$ cat config.mk
export PLATFORM = sky130hd
export DESIGN_NAME = cpu_wb_arbiter
export DESIGN_NICKNAME = d
export VERILOG_FILES = /design/src/rtl/pck_control.sv /design/src/rtl/cpu_rr_arbiter.sv /design/src/rtl/cpu_wb_arbiter.sv
export SDC_FILE = /design/constraint.sdc
export NUM_CORES = 1
export LEC_CHECK = 0
export CAP_MARGIN = 20
export CORE_UTILIZATION = 35
export CTS_BUF_LIST = sky130_fd_sc_hd__clkbuf_4
export CTS_CLUSTER_SIZE = 40
export DETAILED_ROUTE_END_ITERATION = 8
export GPL_TIMING_DRIVEN = 0
export MAX_ROUTING_LAYER = met4
export PLACE_DENSITY = 0.87
export SYNTH_ARGS = -nofsm -noshare
export SYNTH_HDL_FRONTEND = slang
export SYNTH_SLANG_ARGS = --single-unit
export TNS_END_PERCENT = 50
$ cat constraint.sdc
create_clock -name i_clk -period 4.7 [get_ports i_clk]
set_clock_uncertainty 0.15 [all_clocks]
set_input_delay 0.47 -clock i_clk [delete_from_list [all_inputs] [get_ports i_clk]]
set_output_delay 0.47 -clock i_clk [all_outputs]
set_load 0.03 [all_outputs]
$ cat src/rtl/pck_control.sv
// Shared definitions for the register-file write-back arbiter: requester
// indices, port sizes and the round-robin successor helper.
package pck_control;

   localparam int WB_NB_REQ = 4;
   localparam int WB_ADDR_W = 5;
   localparam int WB_DATA_W = 32;

   // Requester slots on the write-back port; slot 0 is the in-order pipeline,
   // the rest are long-latency units sharing a rotating priority.
   typedef enum logic [1:0] {
      wb_req_pipe   = 2'd0,
      wb_req_muldiv = 2'd1,
      wb_req_dmem   = 2'd2,
      wb_req_copro  = 2'd3
   } wb_req_e;

   // Next long-latency requester in rotation order 1 -> 2 -> 3 -> 1.
   function automatic wb_req_e wb_rr_next(input wb_req_e idx);
      wb_req_e nxt;
      if (idx == wb_req_copro) begin
         nxt = wb_req_muldiv;
      end else begin
         nxt = wb_req_e'(idx + 2'd1);
      end
      return nxt;
   endfunction

endpackage

$ cat src/rtl/cpu_rr_arbiter.sv
// Rotating-priority picker for the three long-latency write-back requesters.
// Purely combinational: the caller owns the last-grant pointer.
module cpu_rr_arbiter
   import pck_control::*;
(
   input  logic [2:0] req,    // bit 0 = muldiv, bit 1 = dmem, bit 2 = copro
   input  wb_req_e    last,   // most recently granted long-latency requester
   output logic [2:0] grant   // one-hot, zero when no request
);

   wb_req_e cand;
   logic    found;

   // Scan the three slots starting just after the last winner.
   always_comb begin
      grant = '0;
      found = 1'b0;
      cand  = wb_rr_next(last);
      for (int i = 0; i < 3; i++) begin
         if (!found && cand != wb_req_pipe && req[int'(cand) - 1]) begin
            grant[int'(cand) - 1] = 1'b1;
            found                 = 1'b1;
         end
         cand = wb_rr_next(cand);
      end
   end

endmodule

$ cat src/rtl/cpu_wb_arbiter.sv
// Register-file write-port arbiter. The pipeline (slot 0) wins by default;
// long-latency units share the leftovers round-robin, and a starvation
// counter stalls the pipeline once a pending unit has lost too often.
module cpu_wb_arbiter
   import pck_control::*;
#(
   parameter int p_starve_max = 4,   // 1..15
   parameter int p_out_buf    = 1    // 1 = registered write port
)(
   input  logic                                  i_clk,
   input  logic                                  i_rst_n,
   input  logic [WB_NB_REQ-1:0]                  i_req_valid,
   input  logic [WB_NB_REQ-1:0][WB_ADDR_W-1:0]   i_req_addr,
   input  logic [WB_NB_REQ-1:0][WB_DATA_W-1:0]   i_req_data,
   output logic [WB_NB_REQ-1:0]                  o_req_ready,
   output logic                                  o_stall_pipe,
   output logic                                  o_rf_wr_en,
   output logic [WB_ADDR_W-1:0]                  o_rf_wr_addr,
   output logic [WB_DATA_W-1:0]                  o_rf_wr_data
);

   localparam logic [3:0] STARVE_MAX = 4'(p_starve_max);

   logic [3:0]           starve_cnt;
   logic [3:0]           starve_cnt_nxt;
   wb_req_e              last_grant;
   wb_req_e              last_grant_nxt;
   logic                 any_late;
   logic                 starved;
   logic [2:0]           rr_grant;
   logic [WB_NB_REQ-1:0] grant;
   logic                 late_granted;
   logic                 transfer;
   wb_req_e              grant_idx;
   logic [WB_ADDR_W-1:0] sel_addr;
   logic [WB_DATA_W-1:0] sel_data;
   logic                 wr_now;

   assign any_late = |i_req_valid[WB_NB_REQ-1:1];
   assign starved  = any_late && (starve_cnt == STARVE_MAX);

   cpu_rr_arbiter u_rr (
      .req   (i_req_valid[WB_NB_REQ-1:1]),
      .last  (last_grant),
      .grant (rr_grant)
   );

   // Grant selection; ready is forced low while reset is asserted.
   always_comb begin
      grant = '0;
      if (i_rst_n) begin
         if (i_req_valid[wb_req_pipe] && !starved) begin
            grant[wb_req_pipe] = 1'b1;
         end else begin
            grant[WB_NB_REQ-1:1] = rr_grant;
         end
      end
   end

   assign o_req_ready  = grant;
   assign o_stall_pipe = starved;
   assign late_granted = |grant[WB_NB_REQ-1:1];
   assign transfer     = |grant;

   // Mux the winning requester onto the write path.
   always_comb begin
      grant_idx = wb_req_pipe;
      for (int k = 0; k < WB_NB_REQ; k++) begin
         if (grant[k]) begin
            grant_idx = wb_req_e'(2'(k));
         end
      end
   end

   assign sel_addr = i_req_addr[grant_idx];
   assign sel_data = i_req_data[grant_idx];
   // Writes to x0 are accepted from the requester but never reach the regfile.
   assign wr_now   = transfer && (sel_addr != '0);

   // Starvation counter and round-robin pointer next-state.
   always_comb begin
      starve_cnt_nxt = starve_cnt;
      last_grant_nxt = last_grant;
      if (late_granted || !any_late) begin
         starve_cnt_nxt = '0;
      end else if (starve_cnt < STARVE_MAX) begin
         starve_cnt_nxt = starve_cnt + 4'd1;
      end
      if (late_granted) begin
         last_grant_nxt = grant_idx;
      end
   end

   // Arbitration state registers.
   always_ff @(posedge i_clk or negedge i_rst_n) begin
      if (!i_rst_n) begin
         starve_cnt <= '0;
         last_grant <= wb_req_copro;
      end else begin
         starve_cnt <= starve_cnt_nxt;
         last_grant <= last_grant_nxt;
      end
   end

   generate
      if (p_out_buf != 0) begin : g_out_reg
         logic                 wr_en_q;
         logic [WB_ADDR_W-1:0] wr_addr_q;
         logic [WB_DATA_W-1:0] wr_data_q;

         // Registered write port; addr/data keep the last real write.
         always_ff @(posedge i_clk or negedge i_rst_n) begin
            if (!i_rst_n) begin
               wr_en_q   <= 1'b0;
               wr_addr_q <= '0;
               wr_data_q <= '0;
            end else begin
               wr_en_q <= wr_now;
               if (wr_now) begin
                  wr_addr_q <= sel_addr;
                  wr_data_q <= sel_data;
               end
            end
         end

         assign o_rf_wr_en   = wr_en_q;
         assign o_rf_wr_addr = wr_addr_q;
         assign o_rf_wr_data = wr_data_q;
      end else begin : g_out_comb
         logic [WB_ADDR_W-1:0] hold_addr;
         logic [WB_DATA_W-1:0] hold_data;

         // Remember the last real write so idle cycles show stable values.
         always_ff @(posedge i_clk or negedge i_rst_n) begin
            if (!i_rst_n) begin
               hold_addr <= '0;
               hold_data <= '0;
            end else if (wr_now) begin
               hold_addr <= sel_addr;
               hold_data <= sel_data;
            end
         end

         assign o_rf_wr_en   = wr_now;
         assign o_rf_wr_addr = wr_now ? sel_addr : hold_addr;
         assign o_rf_wr_data = wr_now ? sel_data : hold_data;
      end
   endgenerate

endmodule

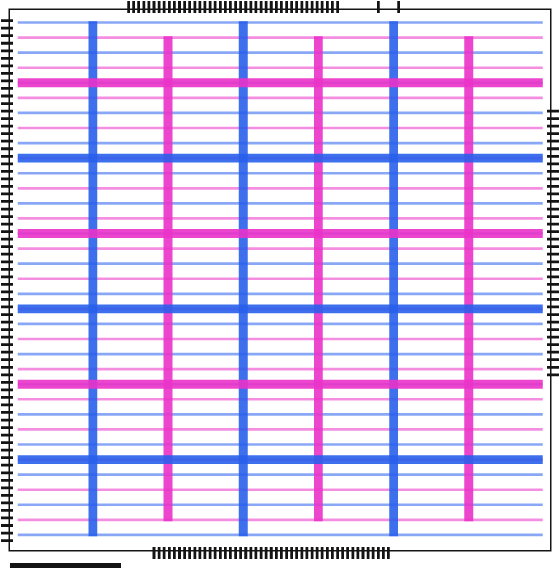
(images/power_grid.png)
Scale bar: 20 um. Pins as bars on the die edge.
VDD: marked magenta. VSS: marked blue.
6 straps on met5. The core has 34 rows.
die height: 97.5 um
peak supply drop: 0.272 mV
die width: 97.5 um
core area: 8760 sq um

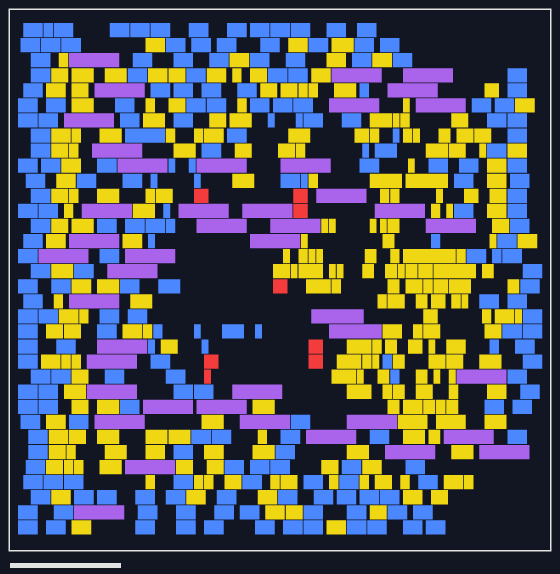
(images/placement_by_type.png)
Scale bar: 20 um.
sequential cells: marked purple, cells 44, share of their area 21%. clock drivers and dummy loads: marked red, cells 8, share of their area 1.1%. combinational and other logic: marked yellow, cells 242, share of their area 37%. remaining buffers and delay cells: marked blue, cells 223, share of their area 40%.
FP Rows: 34
flop share of the area: 20.6%
Final Util: 61.1%
post-route cell area: 5360 sq um

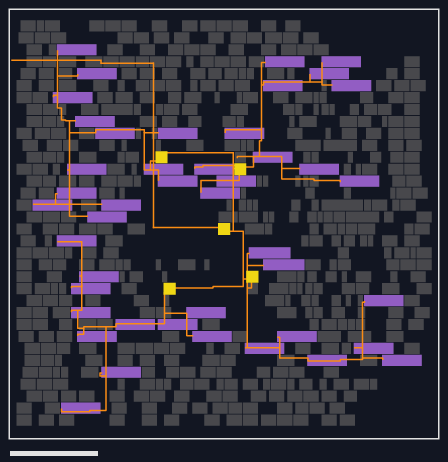
(images/clk_routes.png)
Scale bar: 20 um.
clock drivers: marked yellow, count 5. flip-flops: marked purple, count 44. clock wires: marked orange, length 577 um.
There are 6 routed clock nets.
clock share of power: 5.7%
clk pwr: 0.184 mW
clk ins delay skew pair: 0.34 ns

==> results.ini <==
[worst_hold_path]
hold_class = reg -> reg

[sta]
tightest_slew_ns = 0.841
min_period_ns = 4.31
finalSetupViolations = 0
timing_hold_violations_final = 0

[cells_and_area]
fin_cells = 625
comb_share_pct = 35.7
layout-drive-gt1-share_pct = 7.93
final-comb-area_sq_um = 1910

[drt]
num_vias = 3393
met3_length_um = 720
top_layer = met4
m1WireLength_um = 4350
wirelength_um = 10900

[grt]
grt_busiest_layer = met2
grt_pass1_vias = 3620
met1_usage_pct = 25.3
grtUsageTotal_pct = 23.3

[status]
status = completed

[worst_setup_path]
crit_fanout = 10
reg2reg_slack_ns = 0.39
crit_path_max_incr_delay_ns = 0.63
critPathSlowestCell = nor4_4
worst-setup-path-type = reg -> reg
critPathCaptureType = register
crit_path_end = o_rf_wr_data[19]
r2r_cells = 13

[flow_run]
warnings = 30

[clocking]
cts_sinks = 44
root_buffer = clkbuf_4
cts_tree = done

[power]
p_seq_mw = 0.686

[floorplanning]
chipArea_sq_um = 9500

[yosys]
netlist_instances = 312
topCombFamilyByArea = multiplexers
edf_count = 0

[placement]
place_inst = 616

-- stage by stage --
step | instance area [sq um] | util [%] | power, mW
detailed placement | 5290 | 60.4 | 3.05
global placement | 5280 | 60.2 | 2.99
CTS | 5360 | 61.1 | 3.24
global route | 5360 | 61.1 | 3.42
finish | 5360 | 61.1 | 3.21
floorplan | 3190 | - | 2.21
-- state kept, by name, summed over array words and instances, names as in the netlist --
signal,cells
o_rf_wr_en,1
o_rf_wr_data,32
last_grant,2
starve_cnt,4
o_rf_wr_addr,5
-- Yosys cell counts, types with 2 or more instances --
master / n
buf_6: 3
a21oi_1: 7
ha_1: 6
nor3_1: 3
a221oi_2: 2
o2bb2ai_1: 4
nor2_1: 9
o21ai_0: 42
nand2b_1: 8
and2_1: 2
or3b_2: 2
nor2b_1: 6
a221oi_1: 2
mux2_2: 9
or3_1: 2
buf_2: 8
dfrtp_1: 42
mux2_1: 26
dfstp_2: 2
clkbuf_1: 13
o21a_1: 3
nor4_4: 2
inv_1: 11
o221ai_1: 32
nand2_1: 7
mux2i_1: 40
buf_1: 2
-- timing repair --
| action | CTS | global route |
|---|---|---|
| endpoints found under the hold margin | 20 | 0 |
| hold buffers | 1 | 0 |
| endpoints found under the setup margin | 0 | 0 |
-- worst min-delay path by stage --
stage | startpoint | end | slack [ns]
3_5_place_dp | i_rst_n | o_rf_wr_data[7] | 0.31
4_1_cts | o_rf_wr_data[15] | o_rf_wr_data[15] | 0.35
5_1_grt | o_rf_wr_data[15] | o_rf_wr_data[15] | 0.38
2_1_floorplan | i_rst_n | o_rf_wr_addr[0] | 0.02
6_report | o_rf_wr_data[29] | o_rf_wr_data[29] | 0.35
3_3_place_gp | o_rf_wr_data[19] | o_rf_wr_data[19] | 0.32
Power and IR drop assume default switching activity.
